[src/rtl/btn_conditioner_if.sv]
// Button conditioner signal bundle: raw pin in, conditioned level and pulses out.
interface btn_conditioner_if;
  logic BTN_IN;
  logic BTN_LEVEL;
  logic BTN_PRESS;
  logic BTN_RELEASE;
  logic BTN_HELD;
  logic BTN_REPEAT;

  modport master (
    output BTN_IN,
    input  BTN_LEVEL, BTN_PRESS, BTN_RELEASE, BTN_HELD, BTN_REPEAT
  );

  modport slave (
    input  BTN_IN,
    output BTN_LEVEL, BTN_PRESS, BTN_RELEASE, BTN_HELD, BTN_REPEAT
  );
endinterface

[src/rtl/btn_conditioner.sv]
// Synchronises and debounces one push-button, producing a clean level plus
// press, release and hold/auto-repeat pulses.
module btn_conditioner #(
  parameter int unsigned DEBOUNCE_CYCLES = 1_000_000,
  parameter int unsigned HOLD_CYCLES     = 50_000_000,
  parameter int unsigned REPEAT_CYCLES   = 10_000_000
) (
  input  logic           CLK,
  input  logic           RST_N,
  btn_conditioner_if.slave btn
);

  localparam int unsigned MAX_A  = (DEBOUNCE_CYCLES > HOLD_CYCLES) ? DEBOUNCE_CYCLES : HOLD_CYCLES;
  localparam int unsigned MAX_C  = (MAX_A > REPEAT_CYCLES) ? MAX_A : REPEAT_CYCLES;
  localparam int unsigned CNT_W  = $clog2(MAX_C) + 1;

  localparam logic [CNT_W-1:0] DB_LAST   = CNT_W'(DEBOUNCE_CYCLES - 1);
  localparam logic [CNT_W-1:0] HOLD_LAST = CNT_W'(HOLD_CYCLES - 1);
  localparam logic [CNT_W-1:0] REP_LAST  = CNT_W'(REPEAT_CYCLES - 1);

  typedef enum logic [2:0] {
    IDLE,
    DB_PRESS,
    PRESSED,
    HELD,
    DB_RELEASE
  } state_t;

  state_t           state, state_n;
  logic [CNT_W-1:0] cnt, cnt_n;
  logic             sync1, s;
  logic             level_q, level_n;
  logic             held_q, held_n;
  logic             press_q, press_n;
  logic             release_q, release_n;
  logic             repeat_q, repeat_n;

  // Two-flop synchroniser; the FSM only ever sees s.
  always_ff @(posedge CLK or negedge RST_N) begin
    if (!RST_N) begin
      sync1 <= 1'b0;
      s     <= 1'b0;
    end else begin
      sync1 <= btn.BTN_IN;
      s     <= sync1;
    end
  end

  always_ff @(posedge CLK or negedge RST_N) begin
    if (!RST_N) begin
      state     <= IDLE;
      cnt       <= '0;
      level_q   <= 1'b0;
      held_q    <= 1'b0;
      press_q   <= 1'b0;
      release_q <= 1'b0;
      repeat_q  <= 1'b0;
    end else begin
      state     <= state_n;
      cnt       <= cnt_n;
      level_q   <= level_n;
      held_q    <= held_n;
      press_q   <= press_n;
      release_q <= release_n;
      repeat_q  <= repeat_n;
    end
  end

  // Next state, counter and registered-output values; counter clears on every entry.
  always_comb begin
    state_n   = state;
    cnt_n     = cnt + CNT_W'(1);
    level_n   = level_q;
    held_n    = held_q;
    press_n   = 1'b0;
    release_n = 1'b0;
    repeat_n  = 1'b0;

    case (state)
      IDLE: begin
        cnt_n = '0;
        if (s) state_n = DB_PRESS;
      end
      DB_PRESS: begin
        if (!s) begin
          state_n = IDLE;
          cnt_n   = '0;
        end else if (cnt == DB_LAST) begin
          state_n = PRESSED;
          cnt_n   = '0;
          level_n = 1'b1;
          press_n = 1'b1;
        end
      end
      PRESSED: begin
        if (!s) begin
          state_n = DB_RELEASE;
          cnt_n   = '0;
        end else if (cnt == HOLD_LAST) begin
          state_n  = HELD;
          cnt_n    = '0;
          held_n   = 1'b1;
          repeat_n = 1'b1;
        end
      end
      HELD: begin
        if (!s) begin
          state_n = DB_RELEASE;
          cnt_n   = '0;
        end else if (cnt == REP_LAST) begin
          cnt_n    = '0;
          repeat_n = 1'b1;
        end
      end
      DB_RELEASE: begin
        // A bounce back high resumes where we were; hold/repeat timing restarts.
        if (s) begin
          state_n = held_q ? HELD : PRESSED;
          cnt_n   = '0;
        end else if (cnt == DB_LAST) begin
          state_n   = IDLE;
          cnt_n     = '0;
          level_n   = 1'b0;
          held_n    = 1'b0;
          release_n = 1'b1;
        end
      end
      default: begin
        state_n = IDLE;
        cnt_n   = '0;
      end
    endcase
  end

  assign btn.BTN_LEVEL   = level_q;
  assign btn.BTN_PRESS   = press_q;
  assign btn.BTN_RELEASE = release_q;
  assign btn.BTN_HELD    = held_q;
  assign btn.BTN_REPEAT  = repeat_q;

endmodule

[src/flat_wrapper.sv]
// flat-port wrapper written by rule: the top's interface ports become plain ports
module btn_conditioner_flat 
#(
  parameter int unsigned DEBOUNCE_CYCLES = 1_000_000,
  parameter int unsigned HOLD_CYCLES     = 50_000_000,
  parameter int unsigned REPEAT_CYCLES   = 10_000_000
)
  (CLK, RST_N, btn_BTN_IN, btn_BTN_LEVEL, btn_BTN_PRESS, btn_BTN_RELEASE, btn_BTN_HELD, btn_BTN_REPEAT);
  btn_conditioner_if btn_i ();
  input  logic CLK;
  input  logic RST_N;
  input wire logic [$bits(btn_i.BTN_IN)-1:0] btn_BTN_IN;
  output wire logic [$bits(btn_i.BTN_LEVEL)-1:0] btn_BTN_LEVEL;
  output wire logic [$bits(btn_i.BTN_PRESS)-1:0] btn_BTN_PRESS;
  output wire logic [$bits(btn_i.BTN_RELEASE)-1:0] btn_BTN_RELEASE;
  output wire logic [$bits(btn_i.BTN_HELD)-1:0] btn_BTN_HELD;
  output wire logic [$bits(btn_i.BTN_REPEAT)-1:0] btn_BTN_REPEAT;
  assign btn_i.BTN_IN = btn_BTN_IN;
  assign btn_BTN_LEVEL = btn_i.BTN_LEVEL;
  assign btn_BTN_PRESS = btn_i.BTN_PRESS;
  assign btn_BTN_RELEASE = btn_i.BTN_RELEASE;
  assign btn_BTN_HELD = btn_i.BTN_HELD;
  assign btn_BTN_REPEAT = btn_i.BTN_REPEAT;
  btn_conditioner #(.DEBOUNCE_CYCLES(DEBOUNCE_CYCLES), .HOLD_CYCLES(HOLD_CYCLES), .REPEAT_CYCLES(REPEAT_CYCLES)) u_core (.CLK(CLK), .RST_N(RST_N), .btn(btn_i));
endmodule
[config.mk]
export PLATFORM = sky130hd
export DESIGN_NAME = btn_conditioner_flat
export DESIGN_NICKNAME = d
export VERILOG_FILES = /design/src/rtl/btn_conditioner_if.sv /design/src/rtl/btn_conditioner.sv /design/src/flat_wrapper.sv
export SDC_FILE = /design/constraint.sdc
export NUM_CORES = 1
export LEC_CHECK = 0
export CORE_MARGIN = 5
export CORE_UTILIZATION = 40
export DETAILED_ROUTE_END_ITERATION = 8
export SYNTH_ARGS = -nofsm -noshare
export SYNTH_HDL_FRONTEND = slang
export SYNTH_SLANG_ARGS = --single-unit
[constraint.sdc]
create_clock -name CLK -period 2.88 [get_ports CLK]
set_clock_uncertainty 0.2 [all_clocks]
set_input_delay 0.72 -clock CLK [delete_from_list [all_inputs] [get_ports CLK]]
set_output_delay 0.72 -clock CLK [all_outputs]
set_load 0.05 [all_outputs]
Figure 1. Met1 routing.
Bar = 20 µm. Supply wires on this layer in grey.
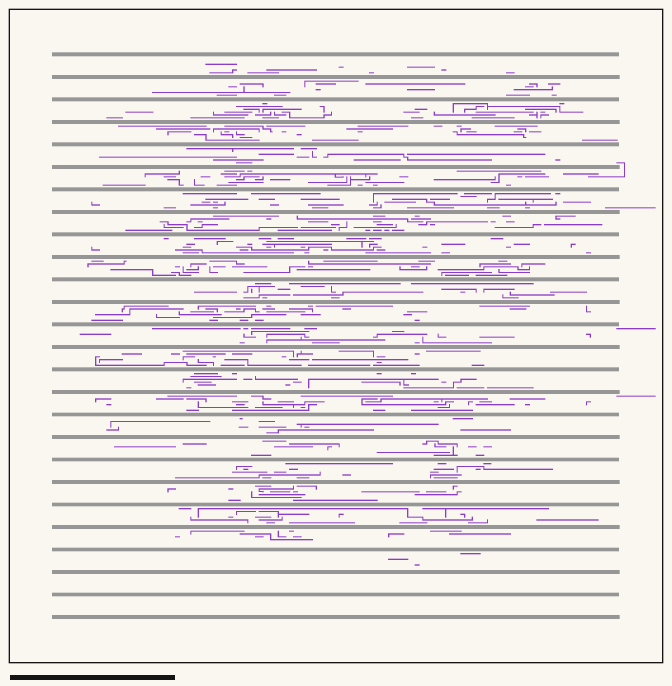
main direction: horizontal
wire length on this layer: 1,870 µm

Figure 2. The metal 2 layer.
Cells faint in the background.
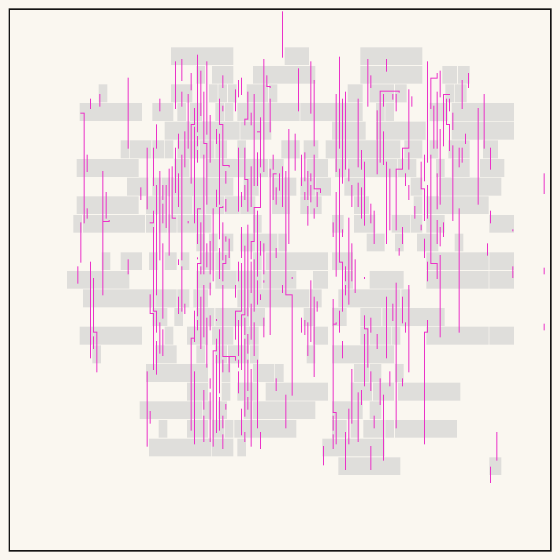
nets with wire on the layer: 165
main direction: vertical
longest straight run: 24.1 µm
wire length on this layer: 1,740 µm

Figure 3. M3 wires.
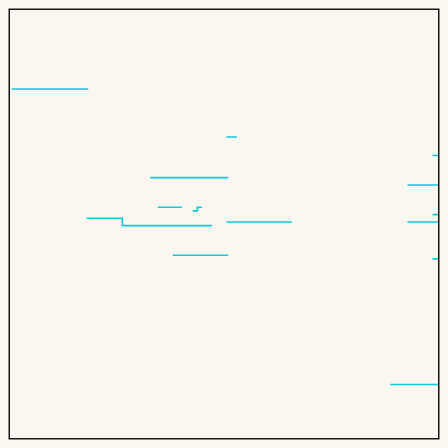
wire length on this layer: 103 µm
share of all routed wire: 2.7%
main direction: horizontal
nets with wire on the layer: 10

Figure 4. Cells coloured by class.
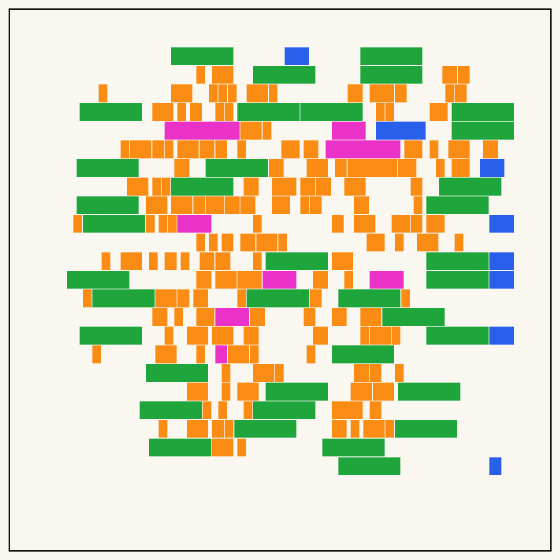
legend:
  orange:
    class: all other logic
    cells: 156
  magenta:
    class: clock drivers and dummy loads
    cells: 8
  green:
    class: flip-flops
    cells: 37
  blue:
    class: other buffers and delay cells
    cells: 8

==> reports/results.tsv <==
metric	value	unit
Die ar.	6212	µm²
area of the placeable core	4661	µm²
most numerous cell types in the synthesized netlist	42 x nor2_1, 37 x dfrtp_1, 21 x xnor2_1	
final cell count without fillers	263	
post-detailed-placement cell area	2009	µm²
count of pins on the block boundary	8	
Detail Route Antenna Nets	0	
NumNets Final	212	
required time of the critical path	2850	ps
Post-CTS Setup Inserts	0	
detail-routed via count per cell	5.525	
ratio of cells with drive above 1 in the final layout	6.220	%
number of buffers added to fix hold violations after cts	0	
Clock Sink Count	37	
library cell occupying the most area in the post-synthesis netlist	dfrtp_1	
total grt overflow	0	
cell area after synthesis	1894	µm²
Starting Density	40.64	%
clock tree from TritonCTS	done	
Yosys Chip Area	1894	µm²
Async SR Flop Fraction	100.0	%
critical path launch point	u_core.cnt[16]	
portion of the post-synthesis area used by sequential elements	48.88	%
number of endpoints failing setup at the final stage	0	
routed wirelength normalized by instance count	14.26	µm
Initial DRT Pass Iterations	4	
Final Instance Area	2143	µm²
area share of the leading cell type in the synthesized netlist	48.88	%
antenna violations before repair	0	
hold-critical path depth	0	
critical-path maximum fanout	27	
global-route wire length before repair	6541	µm
portion of the clock cycle consumed by the worst path in the final layout	87.03	%
setup repair after global routing missed its margin	false	
Die W	78.82	µm
Synth Flop Type	dfrtp_1	
arrival time worst endpoint	2480	ps
number of global-route vias before repair	1422	
Peak Freq	399.0	MHz
final hold violation count	0	
Placement Rows	25	
global placer's final weighted congestion	0.7864	
antenna cell count	0	
number of max-cap violations	0	
number of buffers created by CTS	5	
main area contributors	dfrtp_1 49%, xnor2_1 9.7%, nor2_1 8.3%	
WS Path Type	reg2reg	
number of buffers added on ports	7	
DRC violation total after the first TritonRoute iteration	92	
instance count after placement with tap cells included	255	
hold_sp	u_core.sync1	
cell total in the yosys stat output	199	
number of enable-type register cells in the synthesized netlist	0	
Detailed Place HPWL	2541	µm
clock root buffer	clkbuf_8	
height of the chip	78.82	µm
routed vias	1453	
worst reg2reg startpoint	u_core.cnt[16]	
adder and majority gate portion of the synthesized area	0.6605	%
Power, Total	1.089	mW
FF-to-FF path depth	6	
multiplexer fraction of the synthesized cell area	0	%
Log Warnings	26	
most frequent logic cell in the layout	nor2_1	
cell family with the largest share of critical-path delay	simple AND/OR/NAND/NOR gates	
worst-path cell with the longest stage delay	or4b_1	
status	complete, no violations	
count leader, synth	nor2_1	
cell breakdown of the critical path	or4b_1 > nor3_1 > a41oi_1 > a211oi_4 > buf_12 > nor2_1	
combinational family with the most area after synthesis	simple AND/OR/NAND/NOR gates	
Avg Inst Size Synth	9.519	µm²
largest stage delay on the critical path	530	ps
fin crit period	2506	ps
sink of the worst hold path	u_core.s	
static leakage	0.8182	nW
number of instances resized during post-cts repair	0	
clock-pin slew on the worst setup and hold paths	70	ps
area share of xor/xnor cells in the synthesized design	11.56	%
Slew Limit Fails	0	
least setup slack across all paths after layout	373.6	ps
IR drop worst, VDD	0.2221	mV
AND-OR/OR-AND share of the synthesized area	6.011	%
endpoint of the most critical register-to-register path	u_core.cnt[14]	
AND/OR/NAND/NOR Cells, Area Fraction	29.72	%
type of origin of the critical path	register	
top logic cells by instance count in the layout	42 x nor2_1, 37 x dfrtp_1, 21 x xnor2_1	
critical path capture point type	register	
clock latency on the worst-skew pair	290	ps
Area Growth Syn to Fin	13.14	%
H-tree levels	2	
distinct lib cells	34	
cell area power density	508.1	nW/µm²
final-layout setup total negative slack	0	ps
maximum count of clock buffers along a single path	2	
number of cells produced by synthesis	199	
Syn Nets	203	
global-route usage over all layers	13.28	%
Worst Path Buf+Inv	1	
WHS	157.6	ps
slack of the worst reg-to-reg path	370	ps
pre-CTS setup slack	401.1	ps
class of the worst hold path	reg2reg	
actual slew at the worst max-slew pin	808.8	ps
max-slew headroom at the worst pin	46.08	%
count of warnings emitted by yosys	0	
final design utilization	45.99	%
drt drc	0	
final wirelength	3750	µm
where the power goes:
| part | total [mW] | leakage, nW | internal (mW) | switching [mW] |
|---|---|---|---|---|
| logic | 0.0306 | 0.240 | 0.00972 | 0.0209 |
| clock network | 0.530 | 0.0681 | 0.344 | 0.186 |
| registers | 0.529 | 0.510 | 0.523 | 0.00585 |
final cells by class:
class                   count  area, µm²
repair buffers              8      85.08
clock buffers               5      68.82
clock inverters             3      65.06
well taps                  54      67.56
multi-input cells         150      908.4
inverters                   6      22.52
fillers                   446       2517
flip-flops and latches     37      925.9
flip-flops by register name (all words and copies together) (netlist names):
register                count
u_core.btn.BTN_HELD         1
u_core.btn.BTN_LEVEL        1
u_core.btn.BTN_PRESS        1
u_core.btn.BTN_RELEASE      1
u_core.btn.BTN_REPEAT       1
u_core.cnt                 27
u_core.s                    1
u_core.state                3
u_core.sync1                1
worst max path at each step:
| stage | endpoint | slack, ps | cells past startpoint |
|---|---|---|---|
| 6_report | u_core.cnt[14] | 370 | 6 |
| 4_1_cts | u_core.cnt[8] | 380 | 6 |
| 3_5_place_dp | u_core.cnt[8] | 400 | 6 |
| 2_1_floorplan | u_core.cnt[12] | 510 | 6 |
| 3_3_place_gp | u_core.cnt[17] | 400 | 6 |
| 5_1_grt | u_core.cnt[19] | 210 | 6 |
cell families after synthesis:
group / after synthesis
compound gates: 14
xor+xnor: 25
fa+ha+maj: 1
buf+inv: 12
flops: 37
simple gates: 110
routing by layer:
layer,wire length (µm),track usage [%]
met2,1737,21.48
met4,45,4.467
met5,0,0
met3,102,3.741
met1,1865,17.15
No activity file was given, so power comes from the tool's default toggle rates.
